`src/rtl/symbolic_qkd_reader.sv`:
```
// symbolic_qkd_reader: scans read-once QKD cells, strobes each exactly once and queues accepted bytes.
// Define QKD_READER_PAD_CHECK_EN to require pad_en_in alongside oe_in for acceptance.
module symbolic_qkd_reader #(
    parameter int NUM_CELLS = 4,
    parameter int KEY_BYTES = 4,
    parameter logic [3:0] READER_ID = 4'hA
) (
    input  logic                         clk,
    input  logic                         reset_n,
    input  logic                         start,
    input  logic                         abort,
    input  logic                         guess_valid,
    output logic                         guess_ready,
    input  logic [1:0]                   guess_basis,
    input  logic [1:0]                   guess_phase,
    output logic [$clog2(NUM_CELLS)-1:0] cell_sel,
    output logic                         read,
    output logic [1:0]                   basis_out,
    output logic [1:0]                   phase_out,
    output logic [3:0]                   identity_out,
    output logic [7:0]                   time_out,
    input  logic [7:0]                   value_in,
    input  logic                         oe_in,
    input  logic                         pad_en_in,
    output logic                         key_valid,
    output logic [7:0]                   key_data,
    input  logic                         key_ready,
    output logic                         busy,
    output logic                         done,
    output logic [7:0]                   ok_count,
    output logic [7:0]                   fail_count
);
    localparam int CW = $clog2(NUM_CELLS);
    localparam int PW = $clog2(KEY_BYTES);
    typedef enum logic [2:0] {IDLE, ARM, STROBE, EVAL, HOLD} state_t;
    state_t state_q, state_d;
    logic [CW-1:0] sel_q, sel_d;
    logic [1:0] basis_q, basis_d, phase_q, phase_d;
    logic [7:0] time_q, hold_q, hold_d, ok_q, ok_d, fail_q, fail_d;
    logic read_q, acc_q, acc_d, done_q, done_d, adv, push, pop, full, empty, accept, last;
    logic [PW:0] wr_q, rd_q;
    logic [7:0] mem_q [KEY_BYTES];
`ifdef QKD_READER_PAD_CHECK_EN
    assign accept = oe_in & pad_en_in;
`else
    assign accept = oe_in;
`endif
    assign empty = wr_q == rd_q;
    assign full = (wr_q[PW] != rd_q[PW]) && (wr_q[PW-1:0] == rd_q[PW-1:0]);
    assign pop = !empty && key_ready;
    assign last = sel_q == CW'(NUM_CELLS - 1);
    always_comb begin
        state_d = state_q;
        sel_d = sel_q;
        basis_d = basis_q;
        phase_d = phase_q;
        hold_d = hold_q;
        acc_d = acc_q;
        ok_d = ok_q;
        fail_d = fail_q;
        done_d = 1'b0;
        adv = 1'b0;
        push = 1'b0;
        case (state_q)
            IDLE: if (start) begin
                ok_d = 8'd0;
                fail_d = 8'd0;
                sel_d = '0;
                state_d = ARM;
            end
            ARM: if (guess_valid) begin
                basis_d = guess_basis;
                phase_d = guess_phase;
                state_d = STROBE;
            end
            STROBE: begin
                acc_d = accept;
                hold_d = value_in;
                state_d = EVAL;
            end
            EVAL: if (!acc_q) begin
                fail_d = fail_q == 8'hFF ? fail_q : fail_q + 8'd1;
                adv = 1'b1;
            end else if (!full) begin
                push = 1'b1;
                adv = 1'b1;
            end else begin
                state_d = HOLD;
            end
            HOLD: if (!full || pop) begin
                push = 1'b1;
                adv = 1'b1;
            end
            default: state_d = IDLE;
        endcase
        if (push) ok_d = ok_q == 8'hFF ? ok_q : ok_q + 8'd1;
        if (adv) begin
            state_d = last ? IDLE : ARM;
            done_d = last;
            sel_d = last ? sel_q : sel_q + CW'(1);
        end
        // abort wins everywhere: captured data is dropped and no completion is reported
        if (abort) begin
            state_d = IDLE;
            done_d = 1'b0;
            push = 1'b0;
            sel_d = sel_q;
            ok_d = ok_q;
            fail_d = fail_q;
        end
    end
    always_ff @(posedge clk or negedge reset_n) begin
        if (!reset_n) begin
            state_q <= IDLE;
            sel_q <= '0;
            basis_q <= 2'd0;
            phase_q <= 2'd0;
            time_q <= 8'd0;
            hold_q <= 8'd0;
            acc_q <= 1'b0;
            ok_q <= 8'd0;
            fail_q <= 8'd0;
            read_q <= 1'b0;
            done_q <= 1'b0;
            wr_q <= '0;
            rd_q <= '0;
        end else begin
            state_q <= state_d;
            sel_q <= sel_d;
            basis_q <= basis_d;
            phase_q <= phase_d;
            time_q <= time_q + 8'd1;
            hold_q <= hold_d;
            acc_q <= acc_d;
            ok_q <= ok_d;
            fail_q <= fail_d;
            read_q <= state_d == STROBE;
            done_q <= done_d;
            wr_q <= push ? wr_q + (PW+1)'(1) : wr_q;
            rd_q <= pop ? rd_q + (PW+1)'(1) : rd_q;
        end
    end
    always_ff @(posedge clk) begin
        if (push) mem_q[wr_q[PW-1:0]] <= hold_q;
    end
    assign guess_ready = state_q == ARM;
    assign cell_sel = sel_q;
    assign read = read_q;
    assign basis_out = basis_q;
    assign phase_out = phase_q;
    assign identity_out = READER_ID;
    assign time_out = time_q;
    assign key_valid = !empty;
    assign key_data = mem_q[rd_q[PW-1:0]];
    assign busy = state_q != IDLE;
    assign done = done_q;
    assign ok_count = ok_q;
    assign fail_count = fail_q;
endmodule

```
`config.mk`:
```
export PLATFORM = sky130hd
export DESIGN_NAME = symbolic_qkd_reader
export DESIGN_NICKNAME = d
export VERILOG_FILES = /design/src/rtl/symbolic_qkd_reader.sv
export SDC_FILE = /design/constraint.sdc
export NUM_CORES = 1
export LEC_CHECK = 0
export CORE_MARGIN = 2
export CORE_UTILIZATION = 52
export DETAILED_ROUTE_END_ITERATION = 16
export PLACE_DENSITY_LB_ADDON = 0.25
export SETUP_SLACK_MARGIN = 0.4
export SYNTH_ARGS = -nofsm -noshare
export SYNTH_HDL_FRONTEND = slang
export SYNTH_SLANG_ARGS = --single-unit
```
`constraint.sdc`:
```
create_clock -name clk -period 2.4 [get_ports clk]
set_input_delay 0.6 -clock clk [delete_from_list [all_inputs] [get_ports clk]]
set_output_delay 0.6 -clock clk [all_outputs]
set_load 0.01 [all_outputs]
```
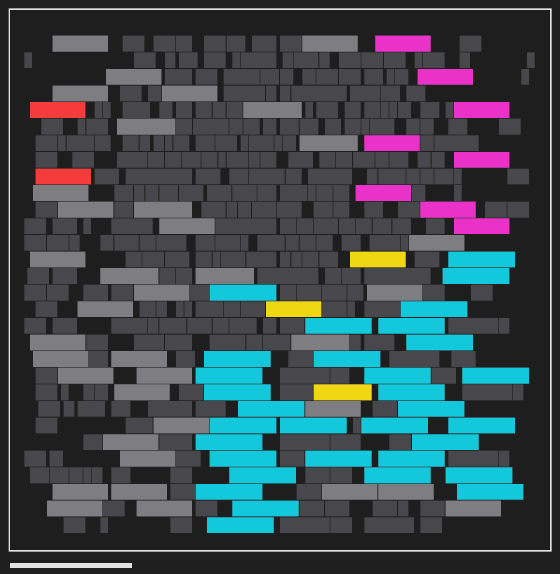
**Above:** run 1 (sequential cells colored by netlist name).
Scale bar: 20 um.
Cyan shows mem_q, flops 32. Red shows cell_sel, flops 2. Yellow shows rd_q, flops 3. Magenta shows fail_count, flops 8, where north-east.
Another 37 sequential cells are not colored.

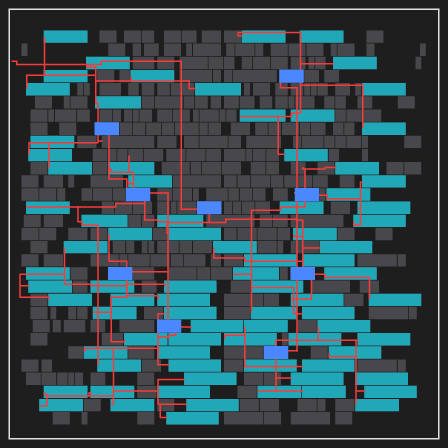
**Above:** run 1 (clock distribution).
Cyan shows flip-flops, count 82. Red shows clock wires, length 952 um. Blue shows clock-net drivers, count 9.
There are 10 routed clock nets. Position of the flops: spread over the die.
Max Clock Skew: 0.00635 ns
Clock Power: 1.10 mW

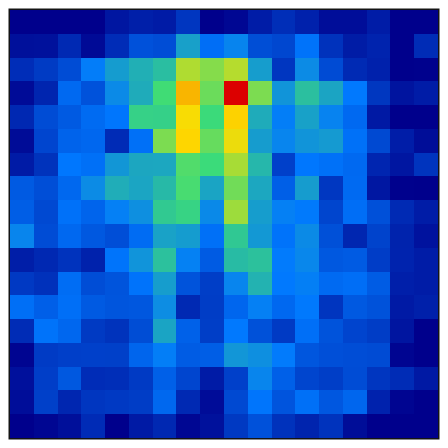
**Above:** run 1 (routed metal per tile).
The die is cut into 18 by 18 equal tiles; dark blue is low, red is high, scaled to the fullest tile. Values are wire area over tile area, all layers added.
The densest ninth of the die: north. The fullest tile reaches 0.95. 8.6% of the tiles are nearly empty. The mean over all tiles is 0.19. 5.9% of the tiles are over half the peak.

run 1: worst max-delay path by stage:
| stage | slack [ns] | depth (start not counted) | end |
|---|---|---|---|
| after floorplan | 0.44 | 5 | fail_count[4]$_DFFE_PN0P_ |
| after global placement | -0.005 | 6 | fail_count[4]$_DFFE_PN0P_ |
| after detailed placement | -0.05 | 7 | ok_count[3]$_DFFE_PN0P_ |
| after CTS | 0.22 | 3 | key_data[7] |
| after global routing | 0.16 | 12 | state_q[2]$_DFF_PN0_ |
| final | 0.19 | 12 | state_q[2]$_DFF_PN0_ |
run 1: state kept, by name, summed over array words and instances, names as in the netlist, 2 cells and up:
register / count
state_q: 3
time_out: 8
fail_count: 8
cell_sel: 2
wr_q: 3
ok_count: 8
rd_q: 3
basis_out: 2
phase_out: 2
mem_q: 32
hold_q: 8
run 1: placed cells by master (no fill, tap or decap), types with 4 or more instances in the layout:
cell and instances:
sky130_fd_sc_hd__buf_4 33, sky130_fd_sc_hd__and2_4 5, sky130_fd_sc_hd__nor2_1 9, sky130_fd_sc_hd__buf_2 6
sky130_fd_sc_hd__buf_6 24, sky130_fd_sc_hd__conb_1 4, sky130_fd_sc_hd__clkbuf_8 9, sky130_fd_sc_hd__clkdlybuf4s50_1 48
sky130_fd_sc_hd__mux2_2 14, sky130_fd_sc_hd__and3_1 6, sky130_fd_sc_hd__dfrtp_2 8, sky130_fd_sc_hd__xor2_1 8
sky130_fd_sc_hd__mux4_2 8, sky130_fd_sc_hd__ha_1 9, sky130_fd_sc_hd__inv_1 7, sky130_fd_sc_hd__nand2_1 12
sky130_fd_sc_hd__nand3_1 8, sky130_fd_sc_hd__edfxtp_1 32, sky130_fd_sc_hd__mux2i_1 6, sky130_fd_sc_hd__xnor2_1 6
sky130_fd_sc_hd__dfrtp_1 42, sky130_fd_sc_hd__nand4_1 7
==> summary.txt, run 1 <==
Physical implementation status

The final-stage net count stands at between 400 and 500. Cells with a size suffix above 1 make up around 38% of the layout. In this run the cell area of the synthesized design comes to 3710 um^2. The sequential fraction of total cell area stands at 41.9%. The script parses the final routing iteration and logs DRC violations as 0.

The cell-mix breakdown from Yosys lists the simple-gate area share as 13.2%. The total power after layout stands at ~4.7 mW. In this run, distinct cell masters in the synthesized netlist total approximately 62. The met3 routing resource usage after global routing stands at 4.85%. For reference, the placement row count at floorplan is 30. The leakage power stands at approximately 2.2 nW. For reference, the critical path is launched at rd_q[0]$_DFFE_PN0P_. Summed over all routing layers, the global router reports a total usage of 23.0%.

According to the dpl log, the detail-placed design has an HPWL of ~5 mm. The most used flip-flop cell after synthesis is sky130_fd_sc_hd__dfrtp_1. Summing over every cut layer, the via total after detailed routing is 2750.

The worst reg-to-reg setup slack stands at 0.19 ns. Looking at the setup timing report, the critical path kind is reg2reg. Summing all multiplexer cells gives an area fraction of 10.7%. For this run, the chip area from Yosys synthesis comes to between 3000 and 4000 um^2. Setup repair after global routing could not meet its margin everywhere. The tool warning count for the run is 32. The chip area stands at 7830 um^2. Routing resource usage on met2 recorded by global route was 37.2%. The share of async-settable or async-resettable flops after synthesis stands at 61.0%. The run finished with clean final reports. The synthesized design contains 32 enable-type register cells. The worst setup slack after layout stands at 0.188 ns. Per the post-synthesis report, the number of cells in the design is 271.

No sink is reached through more buffers than the 2 on the longest clock path. The number of clock sinks stands at 82. The layout buffering overhead excluding clock cells stands at 21.0%. The share of total power dissipated in sequential elements is about 40%. The average cell area after synthesis stands at 13.7 um^2. The combinational power reported by the tool is 1.69 mW. For this run the aggregate overflow at the end of global routing stands at 0. The number of tap cells inserted stands at 96. Among cell families on the critical path, the largest total delay comes from buffers and inverters.

The layout filler cell count stands at 396. The vertical die dimension stands at 88.5 um. Per STA, the worst path is made up of buf_6 > xnor2_4 > nand2_2 > buf_6 > buf_4 > buf_4 > buf_4 > buf_4 > buf_4 > buf_4 > buf_6 > nor4bb_4.

The XOR/XNOR share of the synthesized area stands at around 4.2%. Leaving out buffers and inverters, the combinational logic in the layout accounts for 1600 um^2. The report lists the power per cell area as 877 nW/um^2. The relative area change from synthesis to final layout stands at 42.9%. The group that draws the most power in this run is sequential cells. The top-level I/O count stands at 67. The total CTS buffers stands at 9. The number of placed instances with taps included stands at 443. The number of global-route vias before repair stands at 2689. The cell depth of the worst flop-to-flop path stands at 12. The clock transition at the registers of the reported paths stands at 0.08 ns. The final wirelength stands at 9.21 mm.
==> inputs of run 2 (changes only) <==
- SKIP_LAST_GASP: default -> 1
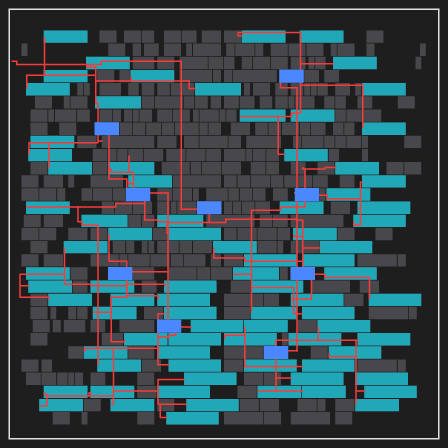
**Above:** run 2 (clock distribution).
Blue shows clock-net drivers, count 9. Red shows clock wires, length 952 um. Cyan shows flip-flops, count 82.
Position of the flops: spread over the die. There are 10 routed clock nets.
clock share of power: 23.7%
worst-skew pair later-pin latency: 0.36 ns

==> summary.txt, run 2 <==
Physical implementation status

The cell type with the highest occurrence count on the critical path is sky130_fd_sc_hd__buf_4 (unchanged). The number of DRC markers after the initial detailed-route iteration stands at 218 (unchanged). The total CTS buffers is 9 (unchanged). The post-synthesis sequential area ratio stands at 59.6% (unchanged). The relative slew slack is 59.5% (unchanged).

The end of the critical path was state_q[2]$_DFF_PN0_ (unchanged). The number of global-route vias before repair stands at 2689 (unchanged). The beginning of the critical path is rd_q[0]$_DFFE_PN0P_ (unchanged). The fraction of layout cells with a size suffix above 1 was 38.0% (unchanged). Setup repair after global routing missed its margin: true (unchanged).

The area of the mapped netlist stands at 3710 um^2 (unchanged). The detailed-route DRC error count stands at 0 (unchanged). The number of enable flip-flop cells stands at 32 (unchanged). The overall global routing resource usage stands at 23.0% (unchanged). The dominant register cell in the synthesized netlist is sky130_fd_sc_hd__dfrtp_1 (unchanged). The worst clock skew came to 0.00635 ns (unchanged).

The total number of vias is 2750 (unchanged). The relative area change from synthesis to final layout stands at 42.9% (unchanged). The post-detailed-placement half-perimeter wirelength is 4.98 mm (unchanged). The final wirelength stands at 9.21 mm (unchanged). The classification of the worst setup path is reg2reg (unchanged). The critical path launch point type is a flop (unchanged).

The worst reg-to-reg setup slack stands at 0.19 ns (about the same). Outcome: finished clean (unchanged). The final-stage net count came to 419 (unchanged). The number of warnings in the stage logs is 32 (unchanged). The number of distinct standard cells referenced by the synthesized netlist was 62 (unchanged). The yosys-reported design area after synthesis came to 3710 um^2 (unchanged). The top-level I/O count was 67 (unchanged). The share of async-settable or async-resettable flops after synthesis stands at 61.0% (unchanged). Top cells excl fill/tap: sky130_fd_sc_hd__clkdlybuf4s50_1 (48), sky130_fd_sc_hd__dfrtp_1 (42), sky130_fd_sc_hd__buf_4 (33) (unchanged).

The number of flip-flops in the largest register stands at 32 (unchanged). The XOR/XNOR share of the synthesized area is 4.25% (unchanged). The most common library cell in the layout ignoring fill and taps was sky130_fd_sc_hd__clkdlybuf4s50_1 (unchanged). CP cell instances: buf_6 > xnor2_4 > nand2_2 > buf_6 > buf_4 > buf_4 > buf_4 > buf_4 > buf_4 > buf_4 > buf_6 > nor4bb_4 (unchanged). The family with the most delay on the worst path is buffers and inverters (unchanged).

The clock transition at the registers of the reported paths stands at 0.08 ns (about the same). The minimum period implied by the final worst setup slack is 2.21 ns (unchanged). The share of synthesized area spent on multiplexers was 10.7% (unchanged). The remaining global-route overflow stands at 0 (unchanged). The number of clock sinks stands at 82 (unchanged). The vertical die dimension stands at 88.5 um (unchanged).

The worst setup slack after layout stands at 0.188 ns (unchanged). The maximum number of pins on one net before global-route repair came to 27 (unchanged). The maximum number of buffers from clock root to sink was 2 (unchanged). The leakage power stands at 2.20 nW (unchanged). The area fraction in and, or, nand and nor cells after synthesis came to 13.2% (unchanged). The synthesized netlist cell count came to 271 (unchanged). The row count stands at 30 (unchanged). The power per cell area stands at 877 nW/um^2 (unchanged).
[run 2: cell counts after synthesis]
No cell type changed its count.
[run 2: what timing repair did]
action	in CTS	in global routing
pin swaps	10	16
setup buffers	23	9
hold buffers	0	0
gates resized	74	45
endpoints found under the setup margin	48	69
[run 2: stage by stage]
| stage | cell area (um^2) | total power, mW | instances | utilization (%) |
|---|---|---|---|---|
| 6_report | 5300 | 4.65 | 491 | 77.6 |
| 3_5_place_dp | 4580 | 2.95 | 443 | 67.1 |
| 3_3_place_gp | 4580 | 2.91 | 443 | 67.1 |
| 5_1_grt | 5300 | 4.85 | 491 | 77.6 |
| 4_1_cts | 5040 | 4.35 | 482 | 73.8 |
| 2_1_floorplan | 3720 | 2.44 | 273 | - |
[run 2: report_power, final]
part | leakage, nW | internal, mW | total (mW) | switching (mW)
Combinational | 1.17 | 1.00 | 1.69 | 0.690
Sequential | 0.919 | 1.68 | 1.86 | 0.180
Clock | 0.111 | 0.592 | 1.10 | 0.513
[run 2: worst register-to-register path: cells and delay by family (launching register included)]
family        cells  cell delay [ns]
buf+inv           9             1.10
flops             1             0.45
simple gates      2             0.41
xor+xnor          1             0.15
[run 2: metal layers]
metal / global-route usage (%) / vias to the layer above / wire (um) / part of all wire [%]
met4: 12.1 / 0 / 311 / 3.4
met2: 37.2 / 122 / 4640 / 50
li1: - / 1235 / - / -
met3: 4.85 / 39 / 497 / 5.4
met1: 29.4 / 1354 / 3760 / 41
met5: 0 / - / 0 / 0
[run 2: cell type report]
class	instances	area, um^2
sequential	82	2220
clock inverter	6	91.3
multi-input combinational	173	1600
fill	396	1530
clock buffer	10	128
timing repair buffer	117	1110
tap	96	120
inverter	7	26.3
==> inputs of run 3 (changes only) <==
- ABC_CLOCK_PERIOD_IN_PS: default -> 2400
- SKIP_LAST_GASP: 1 -> default
- SLEW_MARGIN: default -> 20
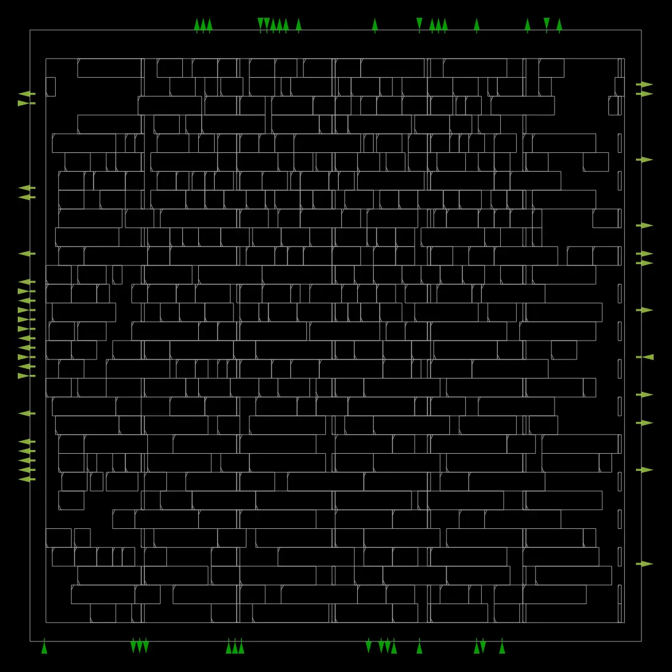
**Above:** run 3 (cell outlines without signal wires).
tap cell instance count: 96
share of the core filled with cells in the final layout: 77.6%
Seq/total area: 41.9%
placeable core region: 6830 um^2

==> summary.txt, run 3 <==
Physical implementation status

The classification of the worst setup path is reg2reg (unchanged). The average cell area after synthesis stands at 13.7 um^2 (unchanged). The number of warning messages in the yosys log stands at 0 (unchanged). The type of the worst min-delay path is in2async (unchanged). The layout filler cell count came to 396 (unchanged). The total placed instance area was 4580 um^2 (unchanged).

The clock transition at the registers of the reported paths is 0.08 ns (about the same). The average detailed-routed wire length per instance is 18.8 um (unchanged). The number of diodes added for antenna fixing was 0 (unchanged).

The area fraction in and, or, nand and nor cells after synthesis was 13.2% (unchanged). The yosys-reported design area after synthesis was 3710 um^2 (unchanged). The total number of vias is 2750 (unchanged). The area of the mapped netlist is 3710 um^2 (unchanged).

The post-synthesis sequential area ratio was 59.6% (unchanged). The total area of sequential cells stands at 2220 um^2 (unchanged). The initial cell density of the core was 54.3% (unchanged).

The most common library cell in the layout ignoring fill and taps is sky130_fd_sc_hd__clkdlybuf4s50_1 (unchanged). The maximum number of pins on one net before global-route repair stands at 27 (unchanged). The synthesized netlist cell count stands at 271 (unchanged). The share of async-settable or async-resettable flops after synthesis stands at 61.0% (unchanged). The row count stands at 30 (unchanged). The worst reg-to-reg setup slack stands at 0.19 ns (about the same). The total power after layout stands at 4.65 mW (unchanged). Top cell types by occurrence after synthesis: sky130_fd_sc_hd__dfrtp_1 (50), sky130_fd_sc_hd__edfxtp_1 (32), sky130_fd_sc_hd__nand2_1 (15), sky130_fd_sc_hd__mux2_2 (14) (unchanged). The first-pass GRT wire length was 13.5 mm (unchanged). The detailed-route DRC error count stands at 0 (unchanged). The dominant register cell in the synthesized netlist is sky130_fd_sc_hd__dfrtp_1 (unchanged). The top-level I/O count was 67 (unchanged). The number of clock sinks stands at 82 (unchanged). The final-stage net count is 419 (unchanged). The number of flip-flops in the largest register is 32 (unchanged). The total negative slack stands at 0 ns (unchanged).

Top cells excl fill/tap: sky130_fd_sc_hd__clkdlybuf4s50_1 (48), sky130_fd_sc_hd__dfrtp_1 (42), sky130_fd_sc_hd__buf_4 (33) (unchanged). The number of warnings in the stage logs stands at 32 (unchanged). The required time at the worst-slack endpoint was 2.64 ns (about the same). The terminus of the critical flop-to-flop path is state_q[2]$_DFF_PN0_ (unchanged). The power per cell area came to 877 nW/um^2 (unchanged). The maximum achievable frequency came to 0.452 GHz (unchanged). The fraction of layout cells with a size suffix above 1 came to 38.0% (unchanged). The cell depth of the worst flop-to-flop path stands at 12 (unchanged). The XOR/XNOR share of the synthesized area stands at 4.25% (unchanged). The dominant non-sequential cell family after synthesis is simple AND/OR/NAND/NOR gates (unchanged). The total CTS buffers is 9 (unchanged).

Setup repair after global routing missed its margin: true (unchanged). The number of hold buffers added after CTS stands at 0 (unchanged). The hold slack is 0.244 ns (unchanged). The number of distinct standard cells referenced by the synthesized netlist is 62 (unchanged).

The number of global-route vias before repair stands at 2689 (unchanged). The critical path launch point type was a flop (unchanged). The vertical die dimension stands at 88.5 um (unchanged). The number of placed instances with taps included came to 443 (unchanged). The initial antenna violation count came to 0 (unchanged). The top cell type by total area after synthesis was sky130_fd_sc_hd__dfrtp_1 (unchanged).

The buffer cell driving the clock tree root is sky130_fd_sc_hd__clkbuf_8 (unchanged). The relative area change from synthesis to final layout stands at 42.9% (unchanged). The remaining global-route overflow stands at 0 (unchanged). The worst vdd rail ir drop is 492 uV (unchanged). The average via count per standard cell stands at 5.60 (unchanged).

Outcome: finished clean (unchanged). The final weighted congestion of routability-driven global placement stands at 0.844 (unchanged). The chip area stands at 7830 um^2 (unchanged). The final wirelength is 9.21 mm (unchanged). The beginning of the critical path is rd_q[0]$_DFFE_PN0P_ (unchanged). The number of DRC markers after the initial detailed-route iteration was 218 (unchanged). The H-tree depth stands at 3 (unchanged).

The number of enable flip-flop cells stands at 32 (unchanged). The relative slew slack stands at 59.5% (unchanged). The final design instance area without fill came to 5300 um^2 (unchanged).

The final-report hold violation count stands at 0 (unchanged). The arrival time of data at the critical path endpoint came to 2.45 ns (about the same). The final critical-path share of the clock period came to 92.2% (unchanged). The overall global routing resource usage came to 23.0% (unchanged).

The later-pin clock latency in the skew report is 0.36 ns (about the same). The worst setup slack after layout stands at 0.188 ns (unchanged). The kind of capture point of the worst setup path was a flop (unchanged).

The post-detailed-placement half-perimeter wirelength stands at 4.98 mm (unchanged). The worst clock skew came to 0.00635 ns (unchanged). The area of the multi-input gates is 1600 um^2 (unchanged).

The minimum period implied by the final worst setup slack came to 2.21 ns (unchanged). The share of synthesized area spent on multiplexers stands at 10.7% (unchanged). The post-detailed-route count of antenna-violating nets came to 0 (unchanged). The leakage power is 2.20 nW (unchanged). The end of the critical path is state_q[2]$_DFF_PN0_ (unchanged). The top-area cell type share of the netlist area stands at 33.7% (unchanged). The number of standard cells in the final layout excluding fillers came to 491 (unchanged).

The final-report max-slew violation count came to 0 (unchanged). The maximum number of buffers from clock root to sink stands at 2 (unchanged).
## run 3: cell counts after synthesis
No cell type changed its count.
## run 3: cell type report
class	instances	area share [%]
clock inverters	6	1.72
clock buffers	10	2.41
well taps	96	2.27
multi-input cells	173	30.2
flip-flops and latches	82	41.9
repair buffers	117	21.0
inverters	7	0.496
## run 3: routing by layer
metal	track usage [%]	share of wire, %	wire length (um)
met3	4.85	5.4	497
met2	37.2	50	4640
met4	12.1	3.4	311
met5	0	0	0
met1	29.4	41	3760
## run 3: power by group
part	internal, mW	switching [mW]	total, mW
combinational	1.00	0.690	1.69
sequential	1.68	0.180	1.86
clock	0.592	0.513	1.10
## run 3: kinds of logic after synthesis
logic type	Yosys count
simple gates	83
flops	82
compound gates	31
mux	28
xor+xnor	18
buf+inv	18
fa+ha+maj	9
other cells	2
## run 3: what timing repair did
item	in CTS	in global routing
endpoints found under the setup margin	48	69
resized	74	45
setup buffers	23	9
pin swaps	10	16
## run 3: critical path, cell delays in order, from the launching register on
cell and delay [ns]:
sky130_fd_sc_hd__dfrtp_2 0.45, sky130_fd_sc_hd__buf_6 0.14, sky130_fd_sc_hd__xnor2_4 0.14, sky130_fd_sc_hd__nand2_2 0.09, sky130_fd_sc_hd__buf_6 0.12, sky130_fd_sc_hd__buf_4 0.12
sky130_fd_sc_hd__buf_4 0.12, sky130_fd_sc_hd__buf_4 0.12, sky130_fd_sc_hd__buf_4 0.12, sky130_fd_sc_hd__buf_4 0.12, sky130_fd_sc_hd__buf_4 0.13, sky130_fd_sc_hd__buf_6 0.11
sky130_fd_sc_hd__nor4bb_4 0.32
Power figures rest on the tool's default switching activity, not on a simulated workload.
